Run 1, a small window of the routed layout:
Window x 49 to 99, y 51 to 101 um. Cells in grey, sequential cells in the stronger grey; small squares are vias.
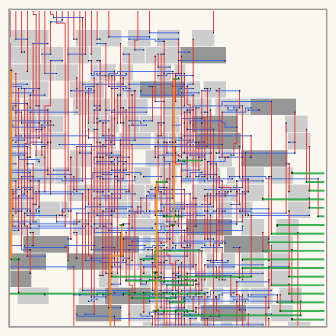
Run 1, met4 routing:
Scale: 4 px per um. Supply wires on this layer in grey.
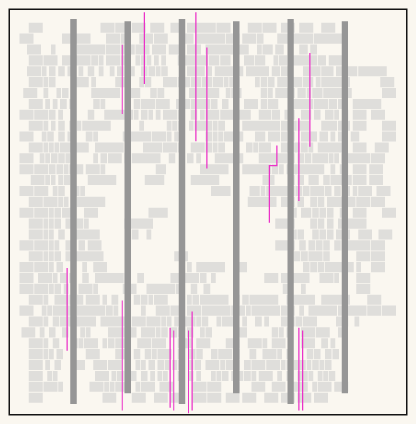
Run 1, the metal 3 layer:
Scale: 4 px per um.
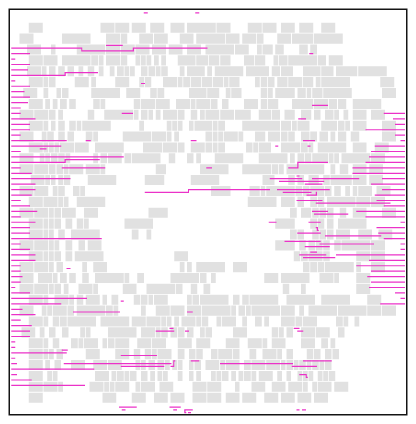
Run 1, clock routing:
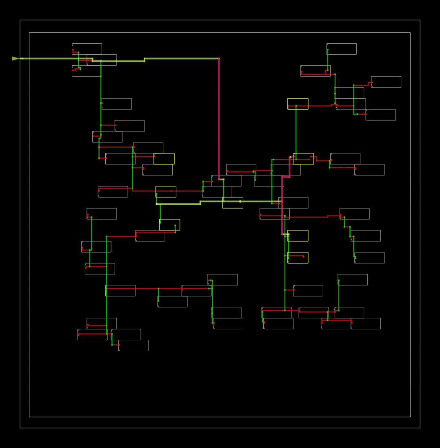
==> config.mk <==
export PLATFORM = sky130hd
export DESIGN_NAME = regfile_write_arbiter_flat
export DESIGN_NICKNAME = d
export VERILOG_FILES = /design/src/rtl/regfile_write_arbiter_if.sv /design/src/rtl/regfile_write_arbiter.sv /design/src/flat_wrapper.sv
export SDC_FILE = /design/constraint.sdc
export NUM_CORES = 1
export LEC_CHECK = 0
export CORE_AREA = 2 2 97 99
export DETAILED_ROUTE_END_ITERATION = 10
export DIE_AREA = 0 0 99 101
export PLACE_DENSITY = 0.86
export SYNTH_ARGS = -nofsm -noshare
export SYNTH_HDL_FRONTEND = slang
export SYNTH_SLANG_ARGS = --single-unit
==> constraint.sdc <==
create_clock -name clock -period 4.6 [get_ports clock]
set_input_delay 1.38 -clock clock [delete_from_list [all_inputs] [get_ports clock]]
set_output_delay 1.38 -clock clock [all_outputs]
set_load 0.1 [all_outputs]
==> src/rtl/regfile_write_arbiter_if.sv <==
// Request-side bus of the register-file write arbiter: four packed requesters
// plus a global stall, with the combinational one-hot grant returned.
interface regfile_write_arbiter_if #(
  parameter int unsigned DATA_WIDTH = 32,
  parameter int unsigned ADDR_WIDTH = 5
);
  localparam int unsigned NUM_REQ = 4;

  logic [NUM_REQ-1:0]            req_valid;
  logic [NUM_REQ*ADDR_WIDTH-1:0] req_addr;
  logic [NUM_REQ*DATA_WIDTH-1:0] req_data;
  logic                          stall;
  logic [NUM_REQ-1:0]            req_ready;

  modport master (
    output req_valid, req_addr, req_data, stall,
    input  req_ready
  );

  modport slave (
    input  req_valid, req_addr, req_data, stall,
    output req_ready
  );
endinterface

==> src/rtl/regfile_write_arbiter.sv <==
// Round-robin arbiter merging four write requesters onto one register-file
// write port; writes to register 0 are discarded and counted.
module regfile_write_arbiter #(
  parameter int unsigned DATA_WIDTH = 32,
  parameter int unsigned ADDR_WIDTH = 5
) (
  input  logic                  clock,
  input  logic                  ctrl_reset,
  regfile_write_arbiter_if.slave req_bus,
  output logic                  ctrl_writeEnable,
  output logic [ADDR_WIDTH-1:0] ctrl_writeReg,
  output logic [DATA_WIDTH-1:0] data_writeReg,
  output logic [1:0]            grant_id,
  output logic [7:0]            drop_count
);
  localparam int unsigned NUM_REQ = 4;
  localparam int unsigned PTR_W   = 2;
  localparam int unsigned CNT_W   = 8;
  localparam logic [CNT_W-1:0] CNT_MAX = '1;

  logic [PTR_W-1:0]      ptr_q, ptr_d;
  logic                  we_q, we_d;
  logic [ADDR_WIDTH-1:0] wreg_q, wreg_d;
  logic [DATA_WIDTH-1:0] wdata_q, wdata_d;
  logic [PTR_W-1:0]      gid_q, gid_d;
  logic [CNT_W-1:0]      drop_q, drop_d;

  logic                  found_c;
  logic                  xfer_c;
  logic [PTR_W-1:0]      win_c;
  logic [PTR_W-1:0]      idx_c;
  logic [ADDR_WIDTH-1:0] win_addr_c;
  logic [DATA_WIDTH-1:0] win_data_c;

  // First valid requester in rotating order starting at ptr
  always_comb begin
    found_c = 1'b0;
    win_c   = ptr_q;
    idx_c   = ptr_q;
    for (int k = 0; k < NUM_REQ; k++) begin
      idx_c = PTR_W'(ptr_q + PTR_W'(k));
      if (!found_c && req_bus.req_valid[idx_c]) begin
        found_c = 1'b1;
        win_c   = idx_c;
      end
    end
    xfer_c = found_c && !req_bus.stall && !ctrl_reset;
    req_bus.req_ready = xfer_c ? (NUM_REQ'(1) << win_c) : '0;
  end

  assign win_addr_c = req_bus.req_addr[ADDR_WIDTH*win_c +: ADDR_WIDTH];
  assign win_data_c = req_bus.req_data[DATA_WIDTH*win_c +: DATA_WIDTH];

  always_comb begin
    ptr_d   = ptr_q;
    we_d    = 1'b0;
    wreg_d  = wreg_q;
    wdata_d = wdata_q;
    gid_d   = gid_q;
    drop_d  = drop_q;
    if (xfer_c) begin
      ptr_d   = PTR_W'(win_c + PTR_W'(1));
      we_d    = (win_addr_c != '0);
      wreg_d  = win_addr_c;
      wdata_d = win_data_c;
      gid_d   = win_c;
      // Register 0 is hardwired; count the discarded write, saturating
      if ((win_addr_c == '0) && (drop_q != CNT_MAX)) begin
        drop_d = CNT_W'(drop_q + CNT_W'(1));
      end
    end
  end

  always_ff @(posedge clock) begin
    if (ctrl_reset) begin
      ptr_q   <= '0;
      we_q    <= 1'b0;
      wreg_q  <= '0;
      wdata_q <= '0;
      gid_q   <= '0;
      drop_q  <= '0;
    end else begin
      ptr_q   <= ptr_d;
      we_q    <= we_d;
      wreg_q  <= wreg_d;
      wdata_q <= wdata_d;
      gid_q   <= gid_d;
      drop_q  <= drop_d;
    end
  end

  assign ctrl_writeEnable = we_q;
  assign ctrl_writeReg    = wreg_q;
  assign data_writeReg    = wdata_q;
  assign grant_id         = gid_q;
  assign drop_count       = drop_q;
endmodule
==> src/flat_wrapper.sv <==
// flat-port wrapper written by rule: the top's interface ports become plain ports
module regfile_write_arbiter_flat 
#(
  parameter int unsigned DATA_WIDTH = 32,
  parameter int unsigned ADDR_WIDTH = 5
)
  (clock, ctrl_reset, ctrl_writeEnable, ctrl_writeReg, data_writeReg, grant_id, drop_count, req_bus_req_valid, req_bus_req_addr, req_bus_req_data, req_bus_stall, req_bus_req_ready);
  regfile_write_arbiter_if #(.DATA_WIDTH(DATA_WIDTH), .ADDR_WIDTH(ADDR_WIDTH)) req_bus_i ();
  input  logic clock;
  input  logic ctrl_reset;
  output logic ctrl_writeEnable;
  output logic [ADDR_WIDTH-1:0] ctrl_writeReg;
  output logic [DATA_WIDTH-1:0] data_writeReg;
  output logic [1:0] grant_id;
  output logic [7:0] drop_count;
  input wire logic [$bits(req_bus_i.req_valid)-1:0] req_bus_req_valid;
  input wire logic [$bits(req_bus_i.req_addr)-1:0] req_bus_req_addr;
  input wire logic [$bits(req_bus_i.req_data)-1:0] req_bus_req_data;
  input wire logic [$bits(req_bus_i.stall)-1:0] req_bus_stall;
  output wire logic [$bits(req_bus_i.req_ready)-1:0] req_bus_req_ready;
  assign req_bus_i.req_valid = req_bus_req_valid;
  assign req_bus_i.req_addr = req_bus_req_addr;
  assign req_bus_i.req_data = req_bus_req_data;
  assign req_bus_i.stall = req_bus_stall;
  assign req_bus_req_ready = req_bus_i.req_ready;
  regfile_write_arbiter #(.DATA_WIDTH(DATA_WIDTH), .ADDR_WIDTH(ADDR_WIDTH)) u_core (.clock(clock), .ctrl_reset(ctrl_reset), .req_bus(req_bus_i), .ctrl_writeEnable(ctrl_writeEnable), .ctrl_writeReg(ctrl_writeReg), .data_writeReg(data_writeReg), .grant_id(grant_id), .drop_count(drop_count));
endmodule
==> impl_metrics.csv, run 1 <==
group,metric,value,unit
status,outcome,"finished, final reports clean",
final_timing,finClkSkew,0.005961,ns
critical_path,rr_endpoint,"u_core.drop_count[5]$_SDFFE_PP0P_",
finish,comb_area,2096,um^2
synthesis,yosys_warnings,0,
die,ios,207,
die,chip_area,9999,um^2
power_and_ir_drop,power.net_switching,739.6,uW
finish,drive_above_1_share,7.439,%
final_timing,finalHoldWorstSlack,0.4571,ns
synthesis,mean_cell_area_of_the_mapped_netlist,6.312,um^2
finish,final_cell_mix,"200 x sky130_fd_sc_hd__clkdlybuf4s50_1, 174 x sky130_fd_sc_hd__nand2_1, 121 x sky130_fd_sc_hd__nand3_1, 50 x sky130_fd_sc_hd__dfxtp_1, 44 x sky130_fd_sc_hd__a21oi_1",
die,die_y,101,um
finish,mostFrequentLayoutCell,"sky130_fd_sc_hd__clkdlybuf4s50_1",
run,timing.max_cap.violations,0,
synthesis,synth_cell_type_count,38,
critical_path,cp_slowest_cell,"sky130_fd_sc_hd__clkdlybuf4s50_1",
critical_path,criticalPathCategory,"in -> out",
grt,largest_net_degree_at_the_start_of_global_routing,65,
route,post-route-drc-count,0,
power_and_ir_drop,p_comb_share,52.5,%
synthesis,synth-area-yosys,3238,um^2
placement,dp.cells,801,
die,fp.dieW,99,um
synthesis,syn-num-nets,673,
clock_tree,cts-root-to-sink-buffers,2,
final_timing,post-route-min-period,4.540,ns
die,floorplan.rows,35,
die,fp_util,36.07,%
final_timing,slew_violations,0,
finish,postLayoutCoreUtil,62.03,%
power_and_ir_drop,peak_supply_drop,0.0001335,V
critical_path,crit_buf_inv,3,
grt,grt_antenna_before_repair,0,
final_timing,final_hold_viol_count,0,
final_timing,slew_headroom,29.28,%
critical_path,worstPathArrival,3.16,ns
placement,placedInstanceArea,5445,um^2
clock_tree,clk_pin_slew,0.08,ns
grt,groute.usage.overall,23.26,%
clock_tree,cts_max_level,2,
final_timing,fin_ws,0.06019,ns
min_path,hold_path_class,"reg -> reg",
die,core-area,8977,um^2
critical_path,timing.rr.start,"u_core.ptr_q[1]$_SDFFE_PP0P_",
clock_tree,cts-buffers-inserted,5,
grt,grt_remaining_overflow,0,
finish,final_design_instance_area_without_fill,5569,um^2
route,route.detailed.wl_per_inst,14.92,um
clock_tree,cts_tree,"done",
finish,areaGrowthSynthToFinish,71.99,%
clock_tree,clock_tree.root_cell,"sky130_fd_sc_hd__clkbuf_8",
final_timing,worstMarginPinSlew,1.057,ns
finish,num_antenna_cells,0,
power_and_ir_drop,power.clock.fraction,17.6,%
synthesis,synth_sequential_area_ratio,30.91,%
final_timing,finalCritPeriodShare,98.69,%
final_timing,fin_setup_tns,0,ns
critical_path,worstPathCellList,"clkdlybuf4s50_1 > nor2b_2 > a21oi_1 > o221ai_4 > inv_1 > ha_1 > and2_2 > buf_12",
finish,finalNonFillerCells,810,
placement,dp_hpwl,9269,um
grt,via_count_of_the_first_global_routing_pass,4155,
route,wl,12080,um
route,firstDrtPassIters,5,
critical_path,cp_top_family,"buffers and inverters",
final_timing,rsz0062_at_grt,"yes",
final_timing,final-setup-viol-count,0,
critical_path,max_stage_delay,0.55,ns
placement,placer_s_final_routability_congestion_estimate,0.8694,
route,average_via_count_per_standard_cell,5.262,
finish,num-nets-final,858,
power_and_ir_drop,cell_internal_pwr,927.1,uW
run,openroad.warnings,30,
placement,placement.io_buffers,206,
clock_tree,cts.hold.buffers_added,0,
power_and_ir_drop,static-leakage-power,0.002242,uW
critical_path,crit_path_start,"req_bus_req_valid[0]",
grt,grt_pass1_wl,19060,um
critical_path,highest_net_fanout_along_the_worst_path,5,
finish,fillerInstances,788,
clock_tree,cts_sinks,50,
route,drtAntennaViolNets,0,
critical_path,reg2regPathDepth,10,
synthesis,netlist_instances,513,
synthesis,synth-cells-yosys,513,
route,violation_count_after_the_first_detailed_routing_iteration,213,
critical_path,sort_of_element_at_the_start_of_the_critical_path,"primary input",
power_and_ir_drop,netSwitchingFraction,44.37,%
power_and_ir_drop,pwr-share-seq,29.8,%
power_and_ir_drop,total_power,1667,uW
synthesis,synth-seq-cells,50,
finish,sequential_cell_area,1001,um^2
critical_path,worst_setup_path_end_kind,"output pin",
critical_path,ff2ff_setup_slack,1.61,ns
final_timing,fmax,0.2203,GHz
critical_path,cp_data_required_time,3.22,ns
synthesis,netlist_area,3238,um^2
route,num_vias,4262,
placement,placement.setup.worst_slack,-0.06951,ns
critical_path,cp_num_cells,8,
critical_path,worstSetupEndpoint,"req_bus_req_ready[1]",
power_and_ir_drop,power_density,299.3,nW/um^2
-- 'a small window of the routed layout' (at the start) --
Blue is metal 1. Red is metal 2. Orange is metal 4. Green is metal 3.
172 logic cells have their middle in the window. Most frequent: clkdlybuf4s50_1 (32), dfxtp_1 (15), nand2_1 (14). Sequential cells in the window: 15. Netlist names of flops here include u_core.drop_count (8), u_core.ctrl_writeReg (2), u_core.data_writeReg (2).

-- 'met4 routing' (at the start) --
The layer carries 333 um of wire. 15 nets have wire on it. The layer holds 2.8% of the routed length. The wires run mostly vertical.

-- 'the metal 3 layer' (at the start) --
The layer carries 1,040 um of wire. 138 nets have wire on it.

-- 'clock routing' (at the start) --
clk pwr: 294 uW
Insertion Delay late pin: 0.30 ns

==> run 1: synth_stat cells, drive strengths merged <==
cell type	number	share of area, %
nor3	3	0.46
o21a	1	0.23
nor2	12	1.4
inv	6	0.70
a221oi	1	0.81
buf	15	2.1
and3	2	0.39
clkbuf	27	3.1
a31o	2	0.54
mux2	5	2.2
o21ai	12	2.0
nand3	125	20
nor2b	8	1.5
a22oi	1	0.23
and3b	1	0.27
dfxtp	50	31
nand2b	1	0.19
nand2	175	20
o221ai	1	0.27
a222oi	1	0.31
nor4	1	0.19
and2	4	0.77
or4	1	0.23
ha	5	1.9
nand3b	1	0.35
mux2i	1	0.31
a21oi	45	7.0
a21boi	1	0.23
a211oi	1	0.23
a21o	1	0.23
nand4	3	0.58
==> run 1: state kept, by name, summed over array words and instances, names as in the netlist <==
signal / flops
u_core.ctrl_writeEnable: 1
u_core.ptr_q: 2
u_core.drop_count: 8
u_core.ctrl_writeReg: 5
u_core.data_writeReg: 32
u_core.grant_id: 2
==> run 1: area by class of cell <==
class	count	area share (%)
Timing Repair Buffer	220	39.52
Multi-Input combinational cell	415	37.63
Sequential cell	50	17.97
Tap cell	111	2.494
Clock buffer	8	1.977
Inverter	6	0.4044
==> run 1: power by group through the flow <==
stage / clock network (uW) / logic [uW] / registers [uW]
finish: 294 / 875 / 497
CTS: 301 / 873 / 497
floorplan: 0 / 302 / 776
global route: 322 / 933 / 503
detailed placement: 0 / 871 / 507
global placement: 0 / 858 / 505
==> run 1: logic make-up (layout without fill, tap and decap cells) <==
logic type	after synthesis	in the layout	share of synthesized area, %
buf+inv	48	234	5.950
compound gates	67	67	12.02
mux	6	6	2.512
fa+ha+maj	5	5	1.932
simple gates	337	337	46.68
flops	50	50	30.91
==> run 1: routing by layer <==
layer | wire length (um) | global-route usage, % | up-vias
li1 | - | - | 2096
met2 | 6094 | 42.52 | 215
met4 | 333 | 7.798 | 0
met1 | 4618 | 26.49 | 1919
met3 | 1037 | 5.617 | 32
met5 | 0 | 0 | -
==> run 1: worst min path at each step <==
stage | from | end | slack, ns | depth (start not counted)
floorplan | u_core.ptr_q[0]$_SDFFE_PP0P_ | u_core.ptr_q[0]$_SDFFE_PP0P_ | 0.50 | 2
global placement | u_core.data_writeReg[9]$_SDFFE_PP0P_ | u_core.data_writeReg[9]$_SDFFE_PP0P_ | 0.44 | 2
detailed placement | u_core.data_writeReg[26]$_SDFFE_PP0P_ | u_core.data_writeReg[26]$_SDFFE_PP0P_ | 0.45 | 2
CTS | u_core.data_writeReg[26]$_SDFFE_PP0P_ | u_core.data_writeReg[26]$_SDFFE_PP0P_ | 0.46 | 2
global route | u_core.data_writeReg[6]$_SDFFE_PP0P_ | u_core.data_writeReg[6]$_SDFFE_PP0P_ | 0.48 | 2
finish | u_core.data_writeReg[26]$_SDFFE_PP0P_ | u_core.data_writeReg[26]$_SDFFE_PP0P_ | 0.46 | 2
==> run 1: repair_timing <==
| action | CTS | global route |
|---|---|---|
| setup buffers | 0 | 1 |
| setup endpoints to repair | 4 | 3 |
| gates resized | 2 | 2 |
Run 1, ports around the boundary:
Scale: 4 px per um. Pins as bars across the die edge, other pins in grey.
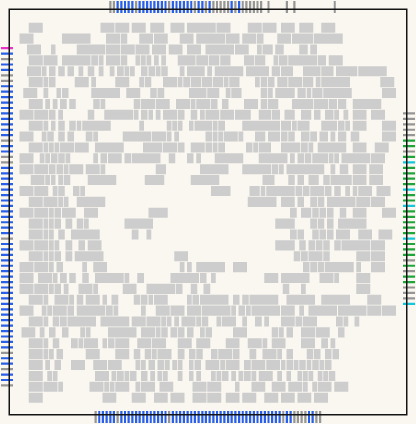

==> run 2, diff against run 1 <==
--- a/config.mk
+++ b/config.mk
@@ -12,3 +12,4 @@
 export SYNTH_ARGS = -nofsm -noshare
 export SYNTH_HDL_FRONTEND = slang
 export SYNTH_SLANG_ARGS = --single-unit
+export TNS_END_PERCENT = 1
==> constraint.sdc (replaced) <==
create_clock -name clock -period 4.6 [get_ports clock]
set_input_delay 1.38 -clock clock [delete_from_list [all_inputs] [get_ports clock]]
set_output_delay 1.38 -clock clock [all_outputs]
set_load 0.01 [all_outputs]
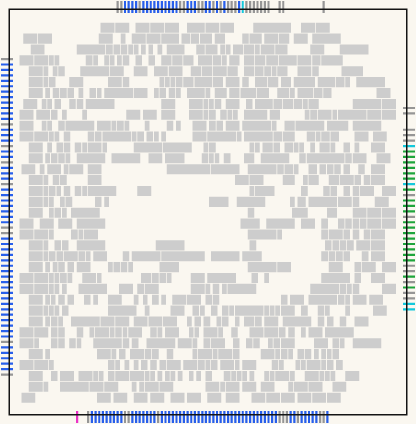
Run 2: ports around the boundary
Scale: 4 px per um. Pins as bars across the die edge, other pins in grey.
Magenta is clock, pins 1, direction input, edge bottom. Cyan is ctrl_writeReg, pins 5, direction output, edge 4 right, 1 top. Green is req_bus_req_addr, pins 20, direction input, edge right. Blue is req_bus_req_data, pins 128, direction input, edge 56 bottom, 50 left, 22 top.

==> run 2 against run 1 <==
Net effect: clock power rose by 28%; register-to-register slack improved by 0.17 ns; area after synthesis did not move; critical path type unchanged; largest cell class unchanged.
==> impl_metrics.csv, run 2 <==
group,metric,value,unit
final_timing,rsz0062_at_grt,"no",
clock_tree,clk-insertion-delay-late,0.30,ns
die,die_y,101,um
final_timing,fin_ws,0.1451,ns
grt,grtUsageMet1,25.39,%
route,post-route-drc-count,0,
critical_path,worst_setup_path_end_kind,"output pin",
final_timing,finalCritPeriodShare,96.84,%
power_and_ir_drop,peak_supply_drop,0.0001979,V
die,core-area,8977,um^2
critical_path,worstPathArrival,3.07,ns
grt,groute.usage.overall,22.91,%
status,outcome,"finished, final reports clean",
finish,drive_above_1_share,8.579,%
final_timing,final-setup-viol-count,0,
synthesis,dominantRegCellSynth,"sky130_fd_sc_hd__dfxtp_1",
finish,mostFrequentLayoutCell,"sky130_fd_sc_hd__clkdlybuf4s50_1",
critical_path,cp_data_required_time,3.22,ns
final_timing,fin_setup_tns,0,ns
route,num_vias,4275,
final_timing,fmax,0.2245,GHz
clock_tree,cts_sinks,50,
synthesis,top_area_share,30.91,%
critical_path,criticalPathCategory,"in -> out",
route,route.detailed.wl_per_inst,14.60,um
synthesis,yosys_warnings,0,
route,violation_count_after_the_first_detailed_routing_iteration,136,
clock_tree,cts-root-to-sink-buffers,2,
grt,grt_pass1_wl,18910,um
clock_tree,cts_tree,"done",
synthesis,synth_sequential_area_ratio,30.91,%
placement,placement.io_buffers,206,
placement,dp.cells,812,
synthesis,area_leaders,"sky130_fd_sc_hd__dfxtp_1 31%, sky130_fd_sc_hd__nand2_1 20%, sky130_fd_sc_hd__nand3_1 19%",
grt,largest_net_degree_at_the_start_of_global_routing,62,
finish,final_cell_mix,"198 x sky130_fd_sc_hd__clkdlybuf4s50_1, 174 x sky130_fd_sc_hd__nand2_1, 121 x sky130_fd_sc_hd__nand3_1, 50 x sky130_fd_sc_hd__dfxtp_1, 43 x sky130_fd_sc_hd__a21oi_1",
final_timing,slew_violations,0,
synthesis,synth-seq-cells,50,
final_timing,finalHoldWorstSlack,0.4572,ns
clock_tree,cts-buffers-inserted,5,
run,openroad.warnings,30,
final_timing,final_hold_viol_count,0,
placement,dp_hpwl,9226,um
die,fp.dieW,99,um
power_and_ir_drop,power_density,263.3,nW/um^2
synthesis,flip_flops_with_a_built_in_enable,0,
route,firstDrtPassIters,4,
die,chip_area,9999,um^2
synthesis,netlist_instances,513,
clock_tree,cts.hold.buffers_added,0,
run,timing.max_cap.violations,0,
grt,met3_usage,4.230,%
die,fp_util,36.07,%
clock_tree,cts_max_level,2,
grt,grt-busiest-layer,"met2",
route,drtAntennaViolNets,0,
synthesis,synth_dominant_cell_count,"sky130_fd_sc_hd__nand2_1",
placement,placement.setup.worst_slack,-0.2063,ns
synthesis,synth.largest_area_cell,"sky130_fd_sc_hd__dfxtp_1",
critical_path,highest_net_fanout_along_the_worst_path,4,
final_timing,finClkSkew,0.01015,ns
route,average_via_count_per_standard_cell,5.201,
finish,final_design_instance_area_without_fill,5657,um^2
grt,grt_antenna_before_repair,0,
finish,finalNonFillerCells,822,
route,wl,12000,um
synthesis,synth_cell_type_count,38,
finish,num-nets-final,870,
synthesis,mean_cell_area_of_the_mapped_netlist,6.312,um^2
final_timing,slew_headroom,42.24,%
finish,largest_reg_flops,32,
synthesis,synth_async_sr_flop_share,0,%
min_path,hold_path_class,"reg -> reg",
placement,placer_s_final_routability_congestion_estimate,0.8401,
grt,grt_remaining_overflow,0,
clock_tree,clk_pin_slew,0.09,ns
grt,via_count_of_the_first_global_routing_pass,4152,
critical_path,sort_of_element_at_the_start_of_the_critical_path,"primary input",
synthesis,yosys-top-cells-count,"174 x sky130_fd_sc_hd__nand2_1, 121 x sky130_fd_sc_hd__nand3_1, 50 x sky130_fd_sc_hd__dfxtp_1, 45 x sky130_fd_sc_hd__a21oi_1, 27 x sky130_fd_sc_hd__clkbuf_1",
placement,placedInstanceArea,5480,um^2
die,floorplan.rows,35,
synthesis,synth-area-yosys,3238,um^2
power_and_ir_drop,static-leakage-power,0.002332,uW
clock_tree,clock_tree.root_cell,"sky130_fd_sc_hd__clkbuf_8",
synthesis,netlist_area,3238,um^2
synthesis,syn-num-nets,673,
finish,num_antenna_cells,0,
final_timing,post-route-min-period,4.455,ns
grt,met2_usage,42.62,%
final_timing,worstMarginPinSlew,0.8645,ns
die,ios,207,
finish,areaGrowthSynthToFinish,74.69,%
synthesis,synth-cells-yosys,513,
==> run 2: netlist changes by cell type in the layout (fill, tap and decap cells not counted), sizes merged <==
cell           before  now
clkbuf              8    7
bufinv              0    2
dlymetal6s2s        0    2
buf                19   27
clkdlybuf4s50     200  198
dlygate4sd2         1    4
==> run 2: per-layer routing <==
metal  vias up  part of all wire (%)
met5         -                     0
met4         0                   2.8
met3        27                   6.5
met2       165                    51
met1      1967                    39
li1       2116                     -
==> run 2: path summary, 6_finish.rpt <==
kind	from	slack (ns)	cells after the start	endpoint
max	req_bus_req_valid[1]	0.15	8	req_bus_req_ready[0]
min	u_core.data_writeReg[27]$_SDFFE_PP0P_	0.46	2	u_core.data_writeReg[27]$_SDFFE_PP0P_
max reg2reg	u_core.ptr_q[1]$_SDFFE_PP0P_	1.78	8	u_core.drop_count[5]$_SDFFE_PP0P_
min reg2reg	u_core.data_writeReg[27]$_SDFFE_PP0P_	0.46	2	u_core.data_writeReg[27]$_SDFFE_PP0P_
==> run 2: layout make-up <==
class	instances	area, um^2
clock buffer	6	82.58
clock inverter	2	60.06
fill	782	3321
inverter	6	22.52
multi-input combinational	415	2105
sequential	50	1001
tap	111	138.9
timing repair buffer	232	2247
==> run 2: repair_timing <==
item | in CTS | in global routing
buffers inserted | 1 | 1
setup endpoints to repair | 4 | 2
resized | 9 | 7
pin swaps | 1 | 3
==> run 2: worst max-delay path: stages <==
cell and delay (ns):
sky130_fd_sc_hd__clkdlybuf4s50_1 0.48, sky130_fd_sc_hd__nor4_2 0.29, sky130_fd_sc_hd__buf_4 0.17, sky130_fd_sc_hd__nor2_4 0.04, sky130_fd_sc_hd__buf_4 0.15, sky130_fd_sc_hd__ha_1 0.16, sky130_fd_sc_hd__and2_1 0.12, sky130_fd_sc_hd__dlygate4sd2_1 0.27
==> run 2: cell families after synthesis <==
logic type	count (synthesis)	share of synthesized area (%)
fa+ha+maj	5	1.932
simple gates	337	46.68
flops	50	30.91
mux	6	2.512
buf+inv	48	5.950
compound gates	67	12.02
==> run 2: report_power, final <==
group          total, uW  internal (uW)  switching (uW)
Clock                377            232             145
Sequential           497            473            23.6
Combinational        616            311             305
Total               1490           1020             474
==> run 2: stage by stage <==
step	util, %	power [uW]
3_5_place_dp	61.05	1119
2_1_floorplan	-	807.3
3_3_place_gp	61.05	1102
6_report	63.01	1490
4_1_cts	62.77	1499
5_1_grt	63.01	1578
Run 2, a small window of the routed layout:
Window x 49 to 99, y 51 to 101 um. Cells in grey, sequential cells in the stronger grey; small squares are vias.
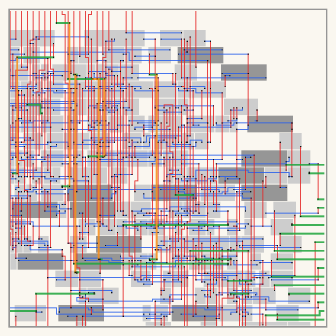

==> run 3, diff against run 2 <==
--- a/config.mk
+++ b/config.mk
@@ -5,10 +5,11 @@
 export SDC_FILE = /design/constraint.sdc
 export NUM_CORES = 1
 export LEC_CHECK = 0
-export CORE_AREA = 2 2 97 99
+export ABC_AREA = 1
+export CORE_AREA = 2 2 101 103
 export DETAILED_ROUTE_END_ITERATION = 10
-export DIE_AREA = 0 0 99 101
-export PLACE_DENSITY = 0.86
+export DIE_AREA = 0 0 103 105
+export PLACE_DENSITY = 0.85
 export SYNTH_ARGS = -nofsm -noshare
 export SYNTH_HDL_FRONTEND = slang
 export SYNTH_SLANG_ARGS = --single-unit
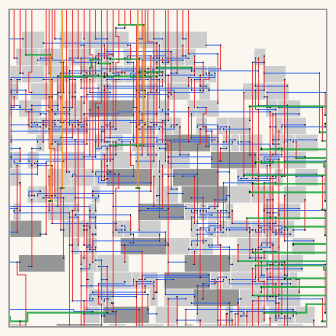
Run 3: a small window of the routed layout
Window x 52 to 102, y 54 to 104 um. Cells in grey, sequential cells in the stronger grey; small squares are vias.

==> run 3 against run 2 <==
Net effect: register-to-register slack got worse by 0.21 ns; final area is 5.0% higher; global-route usage rose by 1.1 points; first-iteration DRC count rose by 46%; core utilization is 1.4 points lower; clock skew hardly changed; non-clock buffer count down 6; combinational power went up to 3.8 times the previous value; hold slack improved by 0.018 ns; critical endpoint unchanged.
==> impl_metrics.csv, run 3 <==
group,metric,value,unit
status,outcome,"finished, final reports clean",
final_timing,slew_violations,0,
clock_tree,cts_tree,"done",
finish,num_antenna_cells,0,
critical_path,worst_setup_path_end_kind,"output pin",
finish,fillerInstances,873,
final_timing,rsz0062_at_grt,"no",
final_timing,final_hold_viol_count,0,
route,num_vias,4699,
placement,dp_hpwl,10480,um
finish,final_design_instance_area_without_fill,5937,um^2
critical_path,highest_net_fanout_along_the_worst_path,4,
power_and_ir_drop,power_density,552.5,nW/um^2
clock_tree,cts.hold.buffers_added,0,
final_timing,fin_setup_tns,0,ns
placement,placer_s_final_routability_congestion_estimate,0.9932,
route,drtAntennaViolNets,0,
final_timing,finalCritPeriodShare,97.88,%
grt,grt_antenna_before_repair,0,
placement,placement.setup.worst_slack,-0.3488,ns
route,firstDrtPassIters,5,
synthesis,area_leaders,"sky130_fd_sc_hd__dfxtp_1 27%, sky130_fd_sc_hd__nand2_1 14%, sky130_fd_sc_hd__nand3_1 9.1%",
die,fp_util,38.14,%
power_and_ir_drop,static-leakage-power,0.002571,uW
die,core-area,9639,um^2
final_timing,post-route-min-period,4.502,ns
final_timing,worstMarginPinSlew,0.6300,ns
finish,postLayoutCoreUtil,61.59,%
synthesis,yosys-top-cells-count,"142 x sky130_fd_sc_hd__nand2_1, 79 x sky130_fd_sc_hd__nor2_1, 67 x sky130_fd_sc_hd__nand3_1, 60 x sky130_fd_sc_hd__o21ai_0, 50 x sky130_fd_sc_hd__dfxtp_1",
power_and_ir_drop,peak_supply_drop,0.0003140,V
grt,largest_net_degree_at_the_start_of_global_routing,41,
synthesis,yosys_warnings,0,
grt,via_count_of_the_first_global_routing_pass,4587,
clock_tree,cts-root-to-sink-buffers,2,
die,chip_area,10820,um^2
synthesis,synth_cell_type_count,33,
clock_tree,clk_pin_slew,0.10,ns
final_timing,fmax,0.2221,GHz
synthesis,synth_sequential_area_ratio,27.23,%
finish,areaGrowthSynthToFinish,61.50,%
synthesis,synth-area-yosys,3676,um^2
clock_tree,clock_tree.root_cell,"sky130_fd_sc_hd__clkbuf_8",
route,average_via_count_per_standard_cell,5.204,
clock_tree,cts_sinks,50,
final_timing,fin_ws,0.09754,ns
critical_path,cp_data_required_time,3.22,ns
clock_tree,clk-insertion-delay-late,0.30,ns
synthesis,synth-seq-cells,50,
die,fp.dieW,103,um
finish,largest_reg_flops,32,
synthesis,dominantRegCellSynth,"sky130_fd_sc_hd__dfxtp_1",
grt,groute.usage.overall,24.03,%
synthesis,flip_flops_with_a_built_in_enable,0,
grt,grt_remaining_overflow,0,
die,ios,207,
critical_path,worstPathArrival,3.12,ns
grt,grtUsageMet1,26.92,%
grt,met2_usage,43.55,%
synthesis,synth-cells-yosys,576,
grt,grt-busiest-layer,"met2",
min_path,hold_path_class,"reg -> reg",
placement,placedInstanceArea,5818,um^2
run,openroad.warnings,29,
grt,met3_usage,6.288,%
die,die_y,105,um
## run 3: stage by stage
stage | total power, uW | hold slack [ns]
6_report | 3280 | 0.4747
5_1_grt | 3542 | 0.5000
4_1_cts | 3281 | 0.4769
3_5_place_dp | 2993 | 0.4610
3_3_place_gp | 2924 | 0.4590
2_1_floorplan | 2222 | 0.4941
## run 3: routing by layer
layer  vias up  wire (um)  part of all wire, %
met5         -          0                    0
met4         0        216                  1.6
li1       2302          -                    -
met1      2158       5259                   39
met3        18       1153                  8.6
met2       221       6841                   51
## run 3: worst paths after layout
check / cells after the start / from / slack, ns / end
setup / recovery: 13 / req_bus_req_valid[2] / 0.1 / req_bus_req_ready[0]
hold / removal: 2 / u_core.data_writeReg[13]$_SDFFE_PP0P_ / 0.47 / u_core.data_writeReg[13]$_SDFFE_PP0P_
setup reg to reg: 18 / u_core.ptr_q[0]$_SDFFE_PP0P_ / 1.57 / u_core.drop_count[7]$_SDFFE_PP0P_
hold reg to reg: 2 / u_core.data_writeReg[13]$_SDFFE_PP0P_ / 0.47 / u_core.data_writeReg[13]$_SDFFE_PP0P_
## run 3: critical path, cell delays in order
cell	delay (ns)
sky130_fd_sc_hd__dlygate4sd2_1	0.27
sky130_fd_sc_hd__inv_1	0.09
sky130_fd_sc_hd__nand2_1	0.09
sky130_fd_sc_hd__nand3_1	0.12
sky130_fd_sc_hd__nand2_1	0.09
sky130_fd_sc_hd__nor2_2	0.14
sky130_fd_sc_hd__nand4_2	0.14
sky130_fd_sc_hd__nand2_4	0.13
sky130_fd_sc_hd__buf_4	0.14
sky130_fd_sc_hd__ha_1	0.17
sky130_fd_sc_hd__inv_1	0.04
sky130_fd_sc_hd__nor2_1	0.09
sky130_fd_sc_hd__clkdlybuf4s15_2	0.22
## run 3: layout make-up
cell class / instances / area [um^2] / share of cell area [%]
clock inverter: 2 / 12.51 / 0.2107
timing repair buffer: 226 / 2206 / 37.15
sequential: 50 / 1001 / 16.86
tap: 133 / 166.4 / 2.803
clock buffer: 6 / 82.58 / 1.391
multi-input combinational: 458 / 2361 / 39.77
inverter: 28 / 107.6 / 1.812
## run 3: what timing repair did
item | 4_1_cts | 5_1_grt
resized | 13 | 2
setup buffers | 2 | 0
setup endpoints to repair | 4 | 3
endpoints found under the hold margin | 0 | 0
pin swaps | 6 | 0
## run 3: cell families after synthesis
group,count (synthesis),synth area share [%]
AND/OR/NAND/NOR,330,42.38
AND-OR/OR-AND,117,17.90
buffers and inverters,68,9.360
flip-flops,50,27.23
XOR/XNOR,6,1.430
adder cells (fa/ha/maj),5,1.702
## run 3: report_power, final
| group | total (uW) | switching (uW) | internal (uW) | leakage (uW) |
|---|---|---|---|---|
| combinational | 2340 | 1390 | 949 | 0.00211 |
| sequential | 666 | 93.8 | 572 | 0.000411 |
| clock | 270 | 148 | 121 | 0.0000472 |
| total | 3280 | 1640 | 1640 | 0.00257 |
Power and IR drop assume default switching activity.
